Figure 1. Cell sizes after repair (run 1).
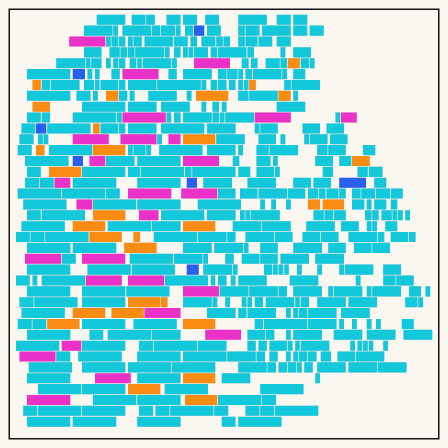
Figure 2. Placement view (run 1).
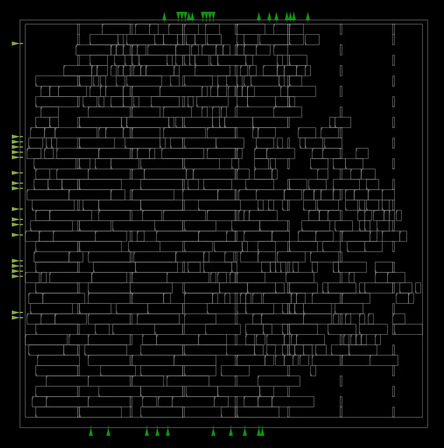
Figure 3. Zoomed window (run 1).
Region (70, 70) to (90, 90) um. Cells in gray, sequential cells in the stronger gray; small squares are vias.
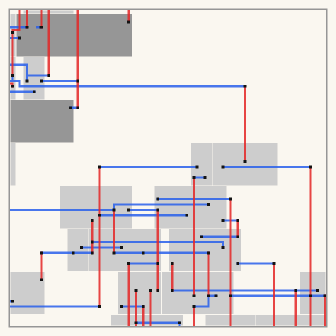
## src/rtl/formula_checker_pkg.sv

```systemverilog
// Shared constants, FSM state type and arithmetic width helpers for the
// sequential formula checker.
package formula_checker_pkg;

    // 2-bit boolean literal codes; 00 and 01 both mean "variable absent"
    localparam logic [1:0] BOOL_ABSENT   = 2'b00;
    localparam logic [1:0] BOOL_RESERVED = 2'b01;
    localparam logic [1:0] BOOL_POS      = 2'b10;
    localparam logic [1:0] BOOL_NEG      = 2'b11;

    typedef enum logic [1:0] {
        ST_IDLE,
        ST_RUN,
        ST_DRAIN,
        ST_DONE
    } state_t;

    function automatic int prod_width(input int coef_w, input int var_w);
        return coef_w + var_w;
    endfunction

    // Wide enough for NI products plus the bias without overflow
    function automatic int sum_width(input int coef_w, input int var_w, input int idx_w);
        return coef_w + var_w + idx_w + 1;
    endfunction

endpackage

```

## src/rtl/formula_checker_seq_clause_evaluator.sv

```systemverilog
// Combinational evaluation of one mixed integer/boolean clause:
// (sum coef_i*x_i + bias <= 0) OR any present boolean literal.
module clause_evaluator
    import formula_checker_pkg::*;
#(
    parameter int INT_COEF_W     = 4,
    parameter int INT_VAR_IDX_W  = 1,
    parameter int BOOL_VAR_IDX_W = 1,
    parameter int INT_VAR_W      = 4
) (
    input  logic [((1 << INT_VAR_IDX_W) + 1) * INT_COEF_W - 1:0] coefs_int,
    input  logic [2 * (1 << BOOL_VAR_IDX_W) - 1:0]               coefs_bool,
    input  logic [(1 << INT_VAR_IDX_W) * INT_VAR_W - 1:0]        ints,
    input  logic [(1 << BOOL_VAR_IDX_W) - 1:0]                   bools,
    output logic                                                 satisfied
);

    localparam int NI     = 1 << INT_VAR_IDX_W;
    localparam int NB     = 1 << BOOL_VAR_IDX_W;
    localparam int PROD_W = prod_width(INT_COEF_W, INT_VAR_W);
    localparam int SUM_W  = sum_width(INT_COEF_W, INT_VAR_W, INT_VAR_IDX_W);

    logic signed [INT_COEF_W-1:0] coef;
    logic signed [INT_VAR_W-1:0]  xval;
    logic signed [PROD_W-1:0]     prod;
    logic signed [SUM_W-1:0]      sum;
    logic [1:0]                   code;
    logic                         bool_true;
    logic                         int_true;

    always_comb begin
        coef = coefs_int[NI*INT_COEF_W +: INT_COEF_W];
        xval = '0;
        prod = '0;
        sum  = SUM_W'(coef);
        for (int i = 0; i < NI; i++) begin
            coef = coefs_int[i*INT_COEF_W +: INT_COEF_W];
            xval = ints[i*INT_VAR_W +: INT_VAR_W];
            prod = PROD_W'(coef) * PROD_W'(xval);
            sum  = sum + SUM_W'(prod);
        end
    end

    always_comb begin
        bool_true = 1'b0;
        code      = BOOL_ABSENT;
        for (int j = 0; j < NB; j++) begin
            code = coefs_bool[2*j +: 2];
            if ((code == BOOL_POS && bools[j]) || (code == BOOL_NEG && !bools[j]))
                bool_true = 1'b1;
        end
    end

    assign int_true  = sum[SUM_W-1] || (sum == '0);
    assign satisfied = int_true || bool_true;

endmodule

```

## src/rtl/formula_checker_seq.sv

```systemverilog
// Time-multiplexed formula checker: one clause per cycle through a read stage
// and an evaluate/accumulate stage. Optional FORMULA_CHECKER_EARLY_EXIT_EN stops
// at the first unsatisfied clause.
module formula_checker_seq
    import formula_checker_pkg::*;
#(
    parameter int INT_COEF_W     = 4,
    parameter int INT_VAR_IDX_W  = 1,
    parameter int BOOL_VAR_IDX_W = 1,
    parameter int INT_VAR_W      = 4,
    parameter int CLAUSE_IDX_W   = 2
) (
    input  logic                                                 in_clk,
    input  logic                                                 in_reset,
    input  logic                                                 in_write_enable,
    input  logic [CLAUSE_IDX_W-1:0]                              in_clause_index,
    input  logic [((1 << INT_VAR_IDX_W) + 1) * INT_COEF_W - 1:0] in_clause_coefficients_integer,
    input  logic [2 * (1 << BOOL_VAR_IDX_W) - 1:0]               in_clause_coefficients_boolean,
    input  logic [(1 << CLAUSE_IDX_W) - 1:0]                     in_clause_enable,
    input  logic [(1 << INT_VAR_IDX_W) * INT_VAR_W - 1:0]        in_integer_assignment_after_move,
    input  logic [(1 << BOOL_VAR_IDX_W) - 1:0]                   in_boolean_assignment_after_move,
    input  logic                                                 in_start,
    output logic                                                 out_busy,
    output logic                                                 out_done,
    output logic [(1 << CLAUSE_IDX_W) - 1:0]                     out_all_satisfied,
    output logic                                                 out_satisfied,
    output logic [CLAUSE_IDX_W:0]                                out_unsat_count
);

    localparam int NI = 1 << INT_VAR_IDX_W;
    localparam int NB = 1 << BOOL_VAR_IDX_W;
    localparam int NC = 1 << CLAUSE_IDX_W;
    localparam int CI_W = (NI + 1) * INT_COEF_W;
    localparam int CB_W = 2 * NB;
    localparam logic [CLAUSE_IDX_W-1:0] LAST_IDX = CLAUSE_IDX_W'(NC - 1);

    logic [CI_W-1:0]         coef_int_mem  [NC];
    logic [CB_W-1:0]         coef_bool_mem [NC];
    logic [NC-1:0]           en_snap;
    logic [NI*INT_VAR_W-1:0] ints_snap;
    logic [NB-1:0]           bools_snap;

    state_t                  state;
    logic [CLAUSE_IDX_W-1:0] idx;

    logic                    vld_p1;
    logic [CLAUSE_IDX_W-1:0] idx_p1;
    logic [CI_W-1:0]         ci_p1;
    logic [CB_W-1:0]         cb_p1;
    logic                    en_p1;

    logic                    vld_p2;
    logic                    last_p2;

    logic                    start_acc;
    logic                    eval_sat;
    logic                    clause_sat;
    logic                    in_flight;
    logic                    early_exit;
    logic                    result_we;

    assign start_acc = in_start && !out_busy;
    assign in_flight = (state == ST_RUN) || (state == ST_DRAIN);

`ifdef FORMULA_CHECKER_EARLY_EXIT_EN
    logic unsat_p2;

    always_ff @(posedge in_clk) begin
        if (in_reset)
            unsat_p2 <= 1'b0;
        else if (result_we)
            unsat_p2 <= !clause_sat;
    end

    assign early_exit = in_flight && vld_p2 && unsat_p2;
`else
    assign early_exit = 1'b0;
`endif

    // Clauses already in the pipeline when the run ends are dropped here
    assign result_we = vld_p1 && in_flight && !early_exit;

    // Storage, snapshots and stage 0 -> p1 read: data only, never reset
    always_ff @(posedge in_clk) begin
        if (in_write_enable && !out_busy) begin
            coef_int_mem[in_clause_index]  <= in_clause_coefficients_integer;
            coef_bool_mem[in_clause_index] <= in_clause_coefficients_boolean;
        end
        if (start_acc) begin
            ints_snap  <= in_integer_assignment_after_move;
            bools_snap <= in_boolean_assignment_after_move;
        end
        idx_p1 <= idx;
        ci_p1  <= coef_int_mem[idx];
        cb_p1  <= coef_bool_mem[idx];
        en_p1  <= en_snap[idx];
    end

    // p1 -> p2: evaluate and accumulate
    clause_evaluator #(
        .INT_COEF_W     (INT_COEF_W),
        .INT_VAR_IDX_W  (INT_VAR_IDX_W),
        .BOOL_VAR_IDX_W (BOOL_VAR_IDX_W),
        .INT_VAR_W      (INT_VAR_W)
    ) u_eval (
        .coefs_int  (ci_p1),
        .coefs_bool (cb_p1),
        .ints       (ints_snap),
        .bools      (bools_snap),
        .satisfied  (eval_sat)
    );

    assign clause_sat = !en_p1 || eval_sat;

    always_ff @(posedge in_clk) begin
        if (in_reset) begin
            state             <= ST_IDLE;
            idx               <= '0;
            vld_p1            <= 1'b0;
            vld_p2            <= 1'b0;
            last_p2           <= 1'b0;
            en_snap           <= '0;
            out_busy          <= 1'b0;
            out_done          <= 1'b0;
            out_all_satisfied <= '0;
            out_satisfied     <= 1'b0;
            out_unsat_count   <= '0;
        end else begin
            out_done <= 1'b0;
            vld_p1   <= 1'b0;
            vld_p2   <= 1'b0;

            if (result_we) begin
                out_all_satisfied[idx_p1] <= clause_sat;
                if (!clause_sat)
                    out_unsat_count <= out_unsat_count + 1'b1;
                vld_p2  <= 1'b1;
                last_p2 <= (idx_p1 == LAST_IDX);
            end

            case (state)
                ST_IDLE, ST_DONE: begin
                    if (in_start) begin
                        state             <= ST_RUN;
                        idx               <= '0;
                        en_snap           <= in_clause_enable;
                        out_busy          <= 1'b1;
                        out_all_satisfied <= '0;
                        out_satisfied     <= 1'b0;
                        out_unsat_count   <= '0;
                    end else begin
                        state <= ST_IDLE;
                    end
                end
                ST_RUN: begin
                    vld_p1 <= 1'b1;
                    idx    <= idx + 1'b1;
                    if (idx == LAST_IDX)
                        state <= ST_DRAIN;
                end
                ST_DRAIN: begin
                    if (vld_p2 && last_p2) begin
                        state         <= ST_DONE;
                        out_busy      <= 1'b0;
                        out_done      <= 1'b1;
                        out_satisfied <= &out_all_satisfied;
                    end
                end
                default: state <= ST_IDLE;
            endcase

            if (early_exit) begin
                state         <= ST_DONE;
                vld_p1        <= 1'b0;
                out_busy      <= 1'b0;
                out_done      <= 1'b1;
                out_satisfied <= &out_all_satisfied;
            end
        end
    end

endmodule

```

## config.mk

```make
export PLATFORM = sky130hd
export DESIGN_NAME = formula_checker_seq
export DESIGN_NICKNAME = d
export VERILOG_FILES = /design/src/rtl/formula_checker_pkg.sv /design/src/rtl/formula_checker_seq_clause_evaluator.sv /design/src/rtl/formula_checker_seq.sv
export SDC_FILE = /design/constraint.sdc
export NUM_CORES = 1
export LEC_CHECK = 0
export ABC_CLOCK_PERIOD_IN_PS = 9190
export CORE_UTILIZATION = 52
export DETAILED_ROUTE_END_ITERATION = 10
export GPL_TIMING_DRIVEN = 0
export PLACE_DENSITY = 0.75
export SETUP_SLACK_MARGIN = 0.2
export SLEW_MARGIN = 25
export SYNTH_ARGS = -nofsm -noshare
export SYNTH_HDL_FRONTEND = slang
export SYNTH_SLANG_ARGS = --single-unit
```

## constraint.sdc

```tcl
create_clock -name in_clk -period 9.19 [get_ports in_clk]
set_input_delay 1.838 -clock in_clk [delete_from_list [all_inputs] [get_ports in_clk]]
set_output_delay 1.838 -clock in_clk [all_outputs]
set_load 0.01 [all_outputs]
```

==> notes.md, run 1 <==
Latest figures from synthesis and place and route.

The post-CTS setup buffer count is 0. The largest contributor to cell area by class is sequential cells. By instance count, the cell type seen most on the critical path is fa_1. The signal on the critical path passes through nor2b_1, fa_1, inv_1, fa_1, inv_1, fa_1, fa_1, inv_1, fa_1, inv_1, ha_1, a21o_1, a21o_2, a2111oi_0, a311o_1, o311a_1, buf_6, a21oi_1, a31o_2.

The xor and xnor area share after synthesis is 2.28%. Static timing analysis puts the maximum clock frequency at 0.176 GHz. The clock-pin slew on the worst setup and hold paths is 0.06 ns. The proportion of layout cells with a drive suffix above 1 is 13.0%. The sequential area share after synthesis is 52.6%.

The routed design shows a via density per instance of 5.36. The detailed-route via count is 3,396. The final core utilization is 65.2%. The startpoint of the lowest-slack register-to-register path is ints_snap[7]. TritonCTS built the clock tree. The worst hold path begins at idx[0]. For reference, simple AND, OR, NAND and NOR cells occupy 7.96% of the area reported after synthesis. For this run, the number of Yosys warnings is 0.

The number of flip-flops in the largest register is 48. The number of cells on the critical path is 19. In the synthesized netlist, the cells that appear most often are 74 x edfxtp_1, 44 x inv_1, 40 x dfxtp_1, 38 x fa_1, 34 x ha_1.

The non-clock buffering overhead in the final layout is 7.45%. The global-route total usage across every layer is 20.8%.

The largest fanout on the critical path is 14. The most frequent logic cell in the layout is edfxtp_1. The synthesized design contains 74 enable-type register cells. The routed wirelength on the met1 layer is recorded as 4.64 mm. The worst clock skew is 0.00860 ns. The mux share of post-synthesis cell area is 6.83%. The predominant post-synthesis flop cell is edfxtp_1. Once the floorplan was initialized, standard cells occupied 53.3% of the core.

The flow ran to the end, and the final reports show no timing, DRC or antenna violations. The kind of start point of the critical path is a flip-flop. The timing report gives the worst reg2reg path a setup slack of 3.51 ns. The via count of the first global-routing pass is 3,589. The floorplan die width is 107 um. In the finished design, the share of the clock period the worst path needs comes to 61.8%.

Summing all multi-input logic gate instances after layout gives 2530 um^2. For this design the top-level I/O count stands at 46. In this run, post-CTS repair resized a total of 0 instances.

The capture instance of the worst register-to-register path is out_unsat_count[0]. By instance count, the leading cell after synthesis is edfxtp_1. The detailed-router iteration count before antenna repair is 4.
## Picture notes: Figure 1
color	size	cells
orange	_2 cells	30
magenta	_6 and larger	27
cyan	_0 and _1 cells	430
blue	_3 and _4 cells	7
Repair and plain buffers: 57
Final Worst Setup Slack: 3.51 ns
final cell area excluding filler cells: 7040 um^2
growth of design area from synthesis to finish: 22.3%

## Picture notes: Figure 2
area of the core: 10,800 um^2
number of tapcells: 140

## Picture notes: Figure 3
color	layer
blue	metal 1
red	metal 2
netlist names of flops here include	out_unsat_count (2)
sequential cells in the window	2
cells with their middle in the window	13
most frequent	ha_1 (5), inv_1 (2), dfxtp_1 (2)

Figure 4. Pin map (run 1).
Bar = 20 um. Pins as bars across the die edge, other pins in gray.
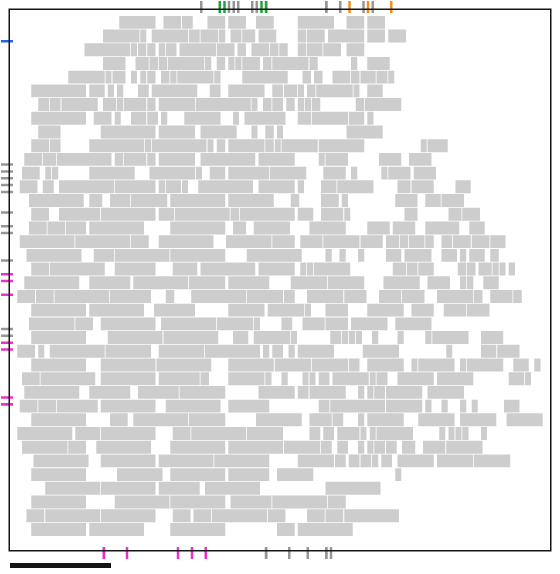

==> run 2: changes to the inputs <==
--- a/config.mk
+++ b/config.mk
@@ -5,11 +5,11 @@
 export SDC_FILE = /design/constraint.sdc
 export NUM_CORES = 1
 export LEC_CHECK = 0
-export ABC_CLOCK_PERIOD_IN_PS = 9190
+export ABC_CLOCK_PERIOD_IN_PS = 5200
 export CORE_UTILIZATION = 52
 export DETAILED_ROUTE_END_ITERATION = 10
 export GPL_TIMING_DRIVEN = 0
-export PLACE_DENSITY = 0.75
+export PLACE_DENSITY = 0.78
 export SETUP_SLACK_MARGIN = 0.2
 export SLEW_MARGIN = 25
 export SYNTH_ARGS = -nofsm -noshare
==> constraint.sdc (replaced) <==
create_clock -name in_clk -period 5.2 [get_ports in_clk]
set_input_delay 1.04 -clock in_clk [delete_from_list [all_inputs] [get_ports in_clk]]
set_output_delay 1.04 -clock in_clk [all_outputs]
set_load 0.01 [all_outputs]
Figure 5. Pin map (run 2).
Bar = 20 um. Pins as bars across the die edge, other pins in gray.
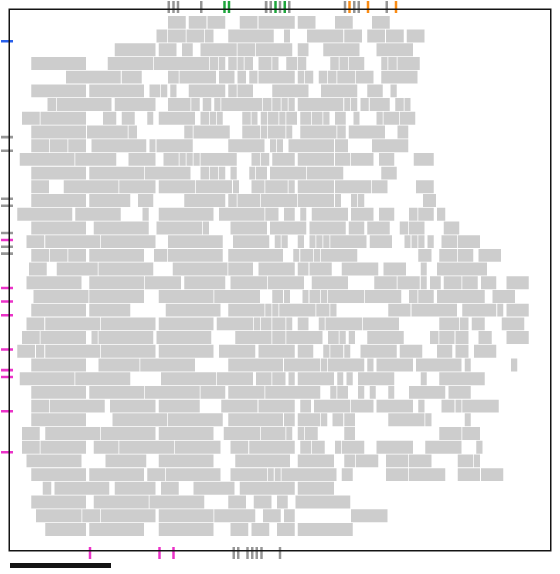
color	port	pins	direction	edge
orange	out_unsat_count	3	output	north
blue	in_clk	1	input	west
magenta	in_clause_coefficients_integer	12	input	9 west, 3 south
green	in_clause_enable	4	input	north
all pins by edge	19 north, 17 west, 10 south
height of the die: 107 um
Die Width: 107 um

Figure 6. Cell sizes after repair (run 2).
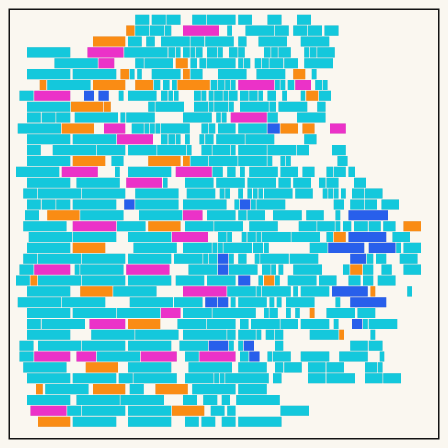
color	size	cells
magenta	_6 and larger	26
blue	_3 and _4 cells	21
orange	_2 cells	38
cyan	_0 and _1 cells	417

==> notes.md, run 2 <==
Latest figures from synthesis and place and route.

The largest fanout on the critical path is 5 (was 14). The number of tap instances came to 140 (unchanged). The via density per instance is 5.38 (was 5.36). The number of I/O pins is 46 (unchanged). The largest contributor to cell area by class is sequential cells (unchanged).

Crit-path cells: and2_4, buf_4, buf_4, fa_1, fa_1, fa_1, fa_1, ha_1, ha_4, a21o_1, a221oi_4, xor2_1, nand4_1, o311a_1, buf_6, a31o_1, a21oi_2 (was nor2b_1, fa_1, inv_1, fa_1, inv_1, fa_1, fa_1, inv_1, fa_1, inv_1, ha_1, a21o_1, a21o_2, a2111oi_0, a311o_1, o311a_1, buf_6, a21oi_1, a31o_2). The area of all placed cells without fillers is 7170 um^2 (was 7040 um^2). The most frequent cell on the critical path was fa_1 (unchanged).

The mux share of post-synthesis cell area came to 6.83% (unchanged). The kind of start point of the critical path is a flip-flop (unchanged). The predominant post-synthesis flop cell is edfxtp_1 (unchanged). The startpoint of the lowest-slack register-to-register path is ints_snap[0] (was ints_snap[7]). The number of flip-flops in the largest register was 48 (unchanged). Most common library cells after synthesis: 74 x edfxtp_1, 44 x inv_1, 40 x dfxtp_1, 38 x fa_1, 34 x ha_1 (unchanged). The number of ordinary and repair buffers in the finished layout was 65 (was 57). The CTS tree is done (unchanged). The area used by multi-input combinational logic is 2630 um^2 (was 2530 um^2).

The setup slack on the worst flop-to-flop path is 0.04 ns (was 3.51 ns). Result of the run: finished clean (unchanged). The number of resized instances in the post-cts repair step is 8 (was 0). The detailed-route via count is 3,456 (was 3,396). The proportion of layout cells with a drive suffix above 1 was 16.9% (was 13.0%).

The via count of the first global-routing pass is 3,781 (was 3,589). The non-clock buffering overhead in the final layout came to 8.20% (was 7.45%).

The clock-pin slew on the worst setup and hold paths is 0.06 ns (about the same). The smallest setup slack after layout came to 0.0395 ns (was 3.51 ns). The post-CTS setup buffer count is 3 (was 0).

The most frequent logic cell in the layout was edfxtp_1 (unchanged). The number of cells on the critical path is 17 (was 19). The detailed-router iteration count before antenna repair is 5 (was 4). The startpoint of the most critical hold path is idx[0] (unchanged). The highest clock frequency the design can meet is 0.194 GHz (was 0.176 GHz).

Figure 7. Placement density heat map (run 2).
11 x 11 tiles, from white (low) to dark blue (high), 0 to 100% covered.
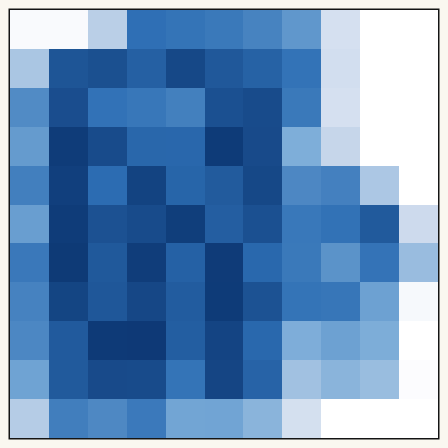
emptiest ninth of the die	north-east
nearly empty tiles	12%
fullest tile	96%
Pre-Place Util: 53.3%
Layout Utilization: 66.4%

